Run 1, the metal 1 layer:
Bar = 20 um. Cells faint in the background.
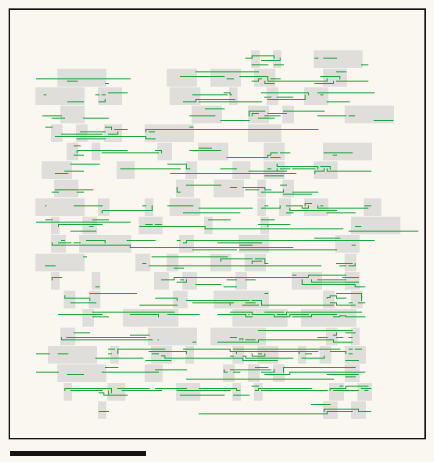
Run 1, the metal 2 layer:
Bar = 20 um. Cells faint in the background.
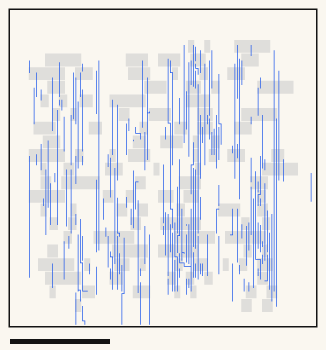
Run 1, metal 3:
Bar = 20 um. Cells faint in the background.
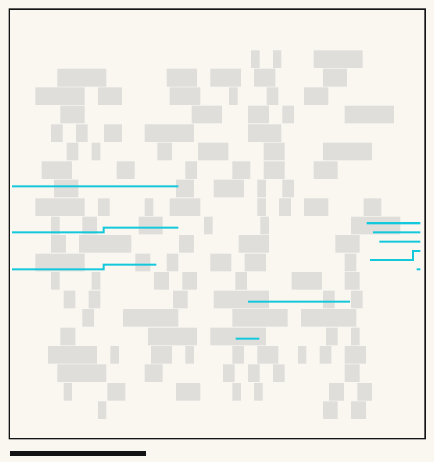
==> config.mk <==
export PLATFORM = sky130hd
export DESIGN_NAME = rr_arbiter_4
export DESIGN_NICKNAME = d
export VERILOG_FILES = /design/src/rtl/rr_arb_pkg.sv /design/src/rtl/rr_prio_pick.sv /design/src/rtl/rr_arbiter_4.sv
export SDC_FILE = /design/constraint.sdc
export NUM_CORES = 1
export LEC_CHECK = 0
export CAP_MARGIN = 20
export CELL_PAD_IN_SITES_DETAIL_PLACEMENT = 2
export CELL_PAD_IN_SITES_GLOBAL_PLACEMENT = 2
export CORE_AREA = 2 2 59 61
export CTS_CLUSTER_DIAMETER = 30
export DETAILED_ROUTE_END_ITERATION = 8
export DIE_AREA = 0 0 61 63
export DONT_BUFFER_PORTS = 1
export GPL_TIMING_DRIVEN = 0
export PLACE_DENSITY_LB_ADDON = 0.08
export RECOVER_POWER = 100
export SLEW_MARGIN = 40
export SYNTH_ARGS = -nofsm -noshare
export SYNTH_HDL_FRONTEND = slang
export SYNTH_SLANG_ARGS = --single-unit
==> constraint.sdc <==
create_clock -name clk -period 2.95 [get_ports clk]
set_clock_uncertainty 0.05 [all_clocks]
set_input_delay 0.59 -clock clk [delete_from_list [all_inputs] [get_ports clk]]
set_output_delay 0.59 -clock clk [all_outputs]
set_load 0.02 [all_outputs]
==> results.md, run 1 <==
| Group | Quantity | Reported |
|---|---|---|
| yosys | Asr flop ratio synth | 0% |
| power and ir drop | Power density over the cells | 1134 mW/mm^2 |
| critical path | Slack of the worst reg-to-reg path | 0.34 ns |
| yosys | Share of the synthesized area in the top cell type | 24.09% |
| clock tree | Sink Count | 12 |
| clock tree | Clock tree root driver cell | sky130_fd_sc_hd__clkbuf_4 |
| placed design | Final GP Congestion | 0.7369 |
| power and ir drop | Worst voltage drop across the vdd grid | 0.4126 mV |
| detailed routing | Met3 Routed Length | 117 um |
| critical path | Signal arrival time at the worst endpoint | 2.75 ns |
| run | Tally of max-capacitance violations | 0 |
| yosys | Mux cell area share | 16.31% |
| sta | Total of endpoints with negative setup slack in the final report | 0 |
| yosys | Number of instances in the synthesized netlist | 109 |
| critical path | Crit end category | flop |
| yosys | Post-synthesis instance area | 997.2 um^2 |
| yosys | Adder and majority gate portion of the synthesized area | 11.29% |
| cells and area | Area grow syn2layout | 8.908% |
| yosys | Compound-Gate Fraction of Synth Area | 20.58% |
| floorplanning | Number of top-level pins | 13 |
| placed design | Count of input and output buffers | 0 |
| yosys | EDFF count, synth | 0 |
| detailed routing | Violation count after the first detailed-route iteration | 68 |
| yosys | Summed standard-cell area reported by yosys | 997.2 um^2 |
| yosys | Simple-Gate Area Share | 23.46% |
| outcome | Outcome | completed |
| yosys | Sequential cell area fraction in the yosys report | 24.09% |
| floorplanning | Chip Footprint | 0.003843 mm^2 |
| detailed routing | Routed len/inst | 18.36 um |
| clock tree | Number of post-CTS setup repair buffers | 0 |
| sta | Setup TNS | 0 ns |
| critical path | Startpoint class of the critical path | flop |
| cells and area | Total non-filler cell area in the finished layout | 0.001086 mm^2 |
| sta | Timing-limited maximum frequency | 383.9 MHz |
| grt | Pin count of the biggest net entering global routing | 11 |
| floorplanning | Number of placement rows | 21 |
| detailed routing | Detailed-routed wire length on met2 | 1510 um |
| clock tree | Number of buffers on the longest clock path | 2 |
| clock tree | Count of hold-fix buffers inserted at cts | 0 |
| detailed routing | Drt pass-1 iters | 4 |
About 'the metal 1 layer':
wire length on this layer = 1290 um
share of all routed wire = 44%
longest straight run = 27.6 um
nets with wire on the layer = 117
met1 Resource Use GR: 22.73%
DRT Wirelength: 2919 um
via count: 877

About 'the metal 2 layer':
longest straight run = 47.9 um
nets with wire on the layer = 110
share of all routed wire = 52%
global-route met2 utilization: 29.17%

About 'metal 3':
wire length on this layer = 117 um
main direction = horizontal
share of all routed wire = 4.0%
longest straight run = 24.1 um
nets with wire on the layer = 10
met3 routing resource usage after global routing: 4.348%

[run 1: cell type report]
class / count / area, um^2 / share of cell area (%)
flip-flops and latches: 12 / 240.2 / 22.12
multi-input cells: 91 / 726.9 / 66.94
inverters: 3 / 11.26 / 1.037
plain buffers: 3 / 13.76 / 1.267
clock buffers: 4 / 36.28 / 3.341
well taps: 46 / 57.56 / 5.300
[run 1: report_power, final]
| part | switching [mW] | internal [mW] |
|---|---|---|
| clock network | 0.0602 | 0.0750 |
| registers | 0.133 | 0.219 |
| logic | 0.430 | 0.314 |
| total | 0.623 | 0.608 |
[run 1: worst max-delay path, stage by stage (launching register included)]
cell and delay (ns):
sky130_fd_sc_hd__dfxtp_1 0.42, sky130_fd_sc_hd__buf_2 0.26, sky130_fd_sc_hd__inv_2 0.16, sky130_fd_sc_hd__ha_1 0.46, sky130_fd_sc_hd__mux4_2 0.44, sky130_fd_sc_hd__o21ai_2 0.18, sky130_fd_sc_hd__xnor2_1 0.22, sky130_fd_sc_hd__xor2_1 0.12
sky130_fd_sc_hd__a211oi_1 0.23
[run 1: layer usage]
metal  vias up  track usage, %
li1        420               -
met1       445           22.73
met2        12           29.17
met3         0           4.348
met4         0               0
met5         -               0
[run 1: logic make-up (layout without fill, tap and decap cells)]
family | count (synthesis) | count (layout)
AOI/OAI and AO/OA | 26 | 26
xor gates and xnor gates | 2 | 2
adders and majority gates | 9 | 9
buffers and inverters | 6 | 10
DFF | 12 | 12
muxes | 10 | 10
and+or+nand+nor | 44 | 44
[run 1: layout by cell type, fill, tap and decap left out, types with 2 or more instances in the layout]
| master | instances |
|---|---|
| sky130_fd_sc_hd__nor4_1 | 2 |
| sky130_fd_sc_hd__a221oi_1 | 4 |
| sky130_fd_sc_hd__buf_2 | 2 |
| sky130_fd_sc_hd__mux2i_1 | 5 |
| sky130_fd_sc_hd__clkbuf_4 | 3 |
| sky130_fd_sc_hd__dfxtp_1 | 12 |
| sky130_fd_sc_hd__nor3_1 | 7 |
| sky130_fd_sc_hd__o21ai_0 | 6 |
| sky130_fd_sc_hd__mux4_2 | 5 |
| sky130_fd_sc_hd__nand3_1 | 3 |
| sky130_fd_sc_hd__nand2b_1 | 6 |
| sky130_fd_sc_hd__ha_1 | 9 |
| sky130_fd_sc_hd__a21oi_1 | 5 |
| sky130_fd_sc_hd__a22oi_1 | 2 |
| sky130_fd_sc_hd__a221o_1 | 4 |
| sky130_fd_sc_hd__nor2_1 | 12 |
| sky130_fd_sc_hd__nor2b_1 | 6 |
| sky130_fd_sc_hd__nand2_1 | 4 |
## Run 2: what changed since run 1
Settings changed: ABC_CLOCK_PERIOD_IN_PS from default to 2950, CORE_AREA 2 2 59 61 to 2 2 55 57, DIE_AREA 0 0 61 63 to 0 0 57 59.
==> run 2 against run 1 <==
Against the previous run:
- register-to-register slack lost 0.05 ns
- clock power is essentially flat
- die size shrank 12%
- combinational power is essentially flat
- design area shrank 2.0%
- largest power group unchanged
==> results.md, run 2 <==
| Group | Quantity | Reported | vs previous |
|---|---|---|---|
| placed design | Final GP Congestion | 0.7517 | was 0.7369 |
| yosys | Asr flop ratio synth | 0% | unchanged |
| yosys | Share of the synthesized area in the top cell type | 24.09% | unchanged |
| critical path | CP cell instances | clkbuf_2 -> inv_2 -> ha_1 -> mux4_2 -> nor2_1 -> a221oi_1 -> nor3_1 -> a221o_1 | was buf_2 -> inv_2 -> ha_1 -> mux4_2 -> o21ai_2 -> xnor2_1 -> xor2_1 -> a211oi_1 |
| yosys | Mux cell area share | 16.31% | unchanged |
| critical path | Crit end category | flop | unchanged |
| outcome | Outcome | completed | unchanged |
| floorplanning | Number of placement rows | 19 | was 21 |
| clock tree | Count of hold-fix buffers inserted at cts | 0 | unchanged |
| critical path | Slack of the worst reg-to-reg path | 0.29 ns | was 0.34 ns |
| power and ir drop | Worst voltage drop across the vdd grid | 0.6529 mV | was 0.4126 mV |
| floorplanning | Chip Footprint | 0.003363 mm^2 | was 0.003843 mm^2 |
| clock tree | Number of buffers on the longest clock path | 2 | unchanged |
| critical path | Worst path max stage delay | 0.45 ns | was 0.46 ns |
| yosys | Adder and majority gate portion of the synthesized area | 11.29% | unchanged |
| yosys | EDFF count, synth | 0 | unchanged |
| yosys | Sequential cell area fraction in the yosys report | 24.09% | unchanged |
| sta | Setup TNS | 0 ns | unchanged |
| critical path | Worst path slowest cell | sky130_fd_sc_hd__ha_1 | unchanged |
| clock tree | Sink Count | 12 | unchanged |
| critical path | Startpoint class of the critical path | flop | unchanged |
| cells and area | Area grow syn2layout | 6.775% | was 8.908% |
| yosys | Compound-Gate Fraction of Synth Area | 20.58% | unchanged |
| power and ir drop | Power density over the cells | 1169 mW/mm^2 | was 1134 mW/mm^2 |
| detailed routing | Drt pass-1 iters | 4 | unchanged |
| clock tree | Clock tree root driver cell | sky130_fd_sc_hd__clkbuf_4 | unchanged |
| sta | Total of endpoints with negative setup slack in the final report | 0 | unchanged |
| run | Tally of max-capacitance violations | 0 | unchanged |
| yosys | Number of instances in the synthesized netlist | 109 | unchanged |
| clock tree | Number of post-CTS setup repair buffers | 0 | unchanged |
| detailed routing | Routed len/inst | 19.58 um | was 18.36 um |
| critical path | Signal arrival time at the worst endpoint | 2.83 ns | was 2.75 ns |
| detailed routing | Violation count after the first detailed-route iteration | 12 | was 68 |
| grt | Pin count of the biggest net entering global routing | 11 | unchanged |
| sta | Timing-limited maximum frequency | 376.0 MHz | was 383.9 MHz |
| detailed routing | Via count | 877 | unchanged |
==> run 2: cells by family (layout without fill, tap and decap cells) <==
| kind of cell | after synthesis | in the layout |
|---|---|---|
| fa+ha+maj | 9 | 9 |
| simple gates | 44 | 44 |
| flops | 12 | 12 |
| xor+xnor | 2 | 2 |
| mux | 10 | 10 |
| compound gates | 26 | 26 |
| buf+inv | 6 | 10 |
==> run 2: power by group <==
part	internal (mW)	leakage, nW	total [mW]	switching (mW)
Sequential	0.219	0.0989	0.361	0.142
Combinational	0.315	0.286	0.746	0.431
Clock	0.0751	0.0210	0.138	0.0626
Total	0.610	0.406	1.25	0.636
==> run 2: layer usage <==
layer	wire, um	GRT usage [%]	up-vias	part of all wire (%)
met3	127	5.022	3	4.5
met2	1287	30.05	15	46
met4	6	2.990	0	0.21
met5	0	0	-	0
li1	-	-	426	-
met1	1397	24.59	433	50
==> run 2: stage by stage <==
| stage | area (um^2) | std cells |
|---|---|---|
| 2_1_floorplan | 997.2 | 109 |
| 3_3_place_gp | 1036 | 140 |
| 3_5_place_dp | 1036 | 140 |
| 4_1_cts | 1072 | 144 |
| 5_1_grt | 1065 | 144 |
| 6_report | 1065 | 144 |
==> run 2: layout make-up <==
type	instances	area [um^2]	area share (%)
multi-input cells	91	725.7	68.16
clock buffers	4	36.28	3.408
well taps	31	38.79	3.643
flip-flops and latches	12	240.2	22.56
plain buffers	3	12.51	1.175
inverters	3	11.26	1.058
==> run 2: worst max-delay path: cells and delay by family (launching register included) <==
kind	cells	cell delay [ns]
DFF	1	0.44
buffers and inverters	2	0.45
adders and majority gates	1	0.45
muxes	1	0.43
and+or+nand+nor	2	0.51
AOI/OAI and AO/OA	2	0.26
Run 2, metal 3:
Bar = 20 um. Cells faint in the background.
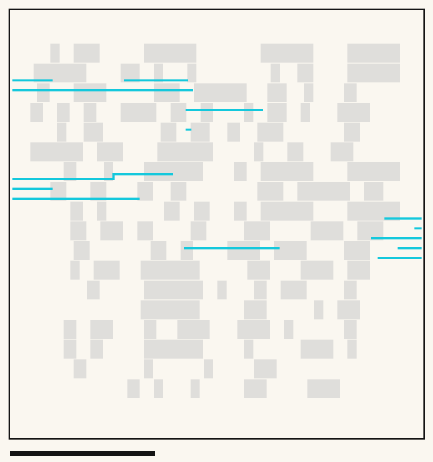
longest straight run = 24.6 um
wire length on this layer = 128 um
main direction = horizontal
DRT Wirelength: 2819 um
met3 routing resource usage after global routing: 5.022%

Run 2, the metal 1 layer:
Bar = 20 um. Cells faint in the background.
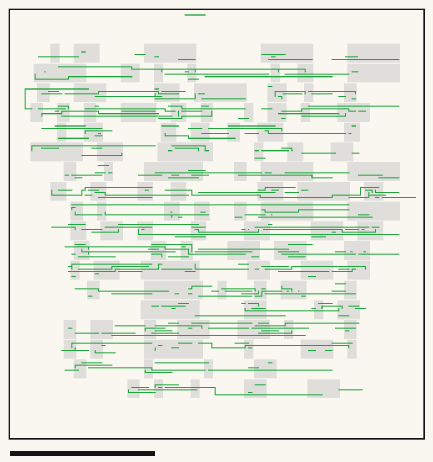
share of all routed wire = 50%
nets with wire on the layer = 114
wire length on this layer = 1400 um
main direction = horizontal
met1 Resource Use GR: 24.59%

Power figures rest on the tool's default switching activity, not on a simulated workload.
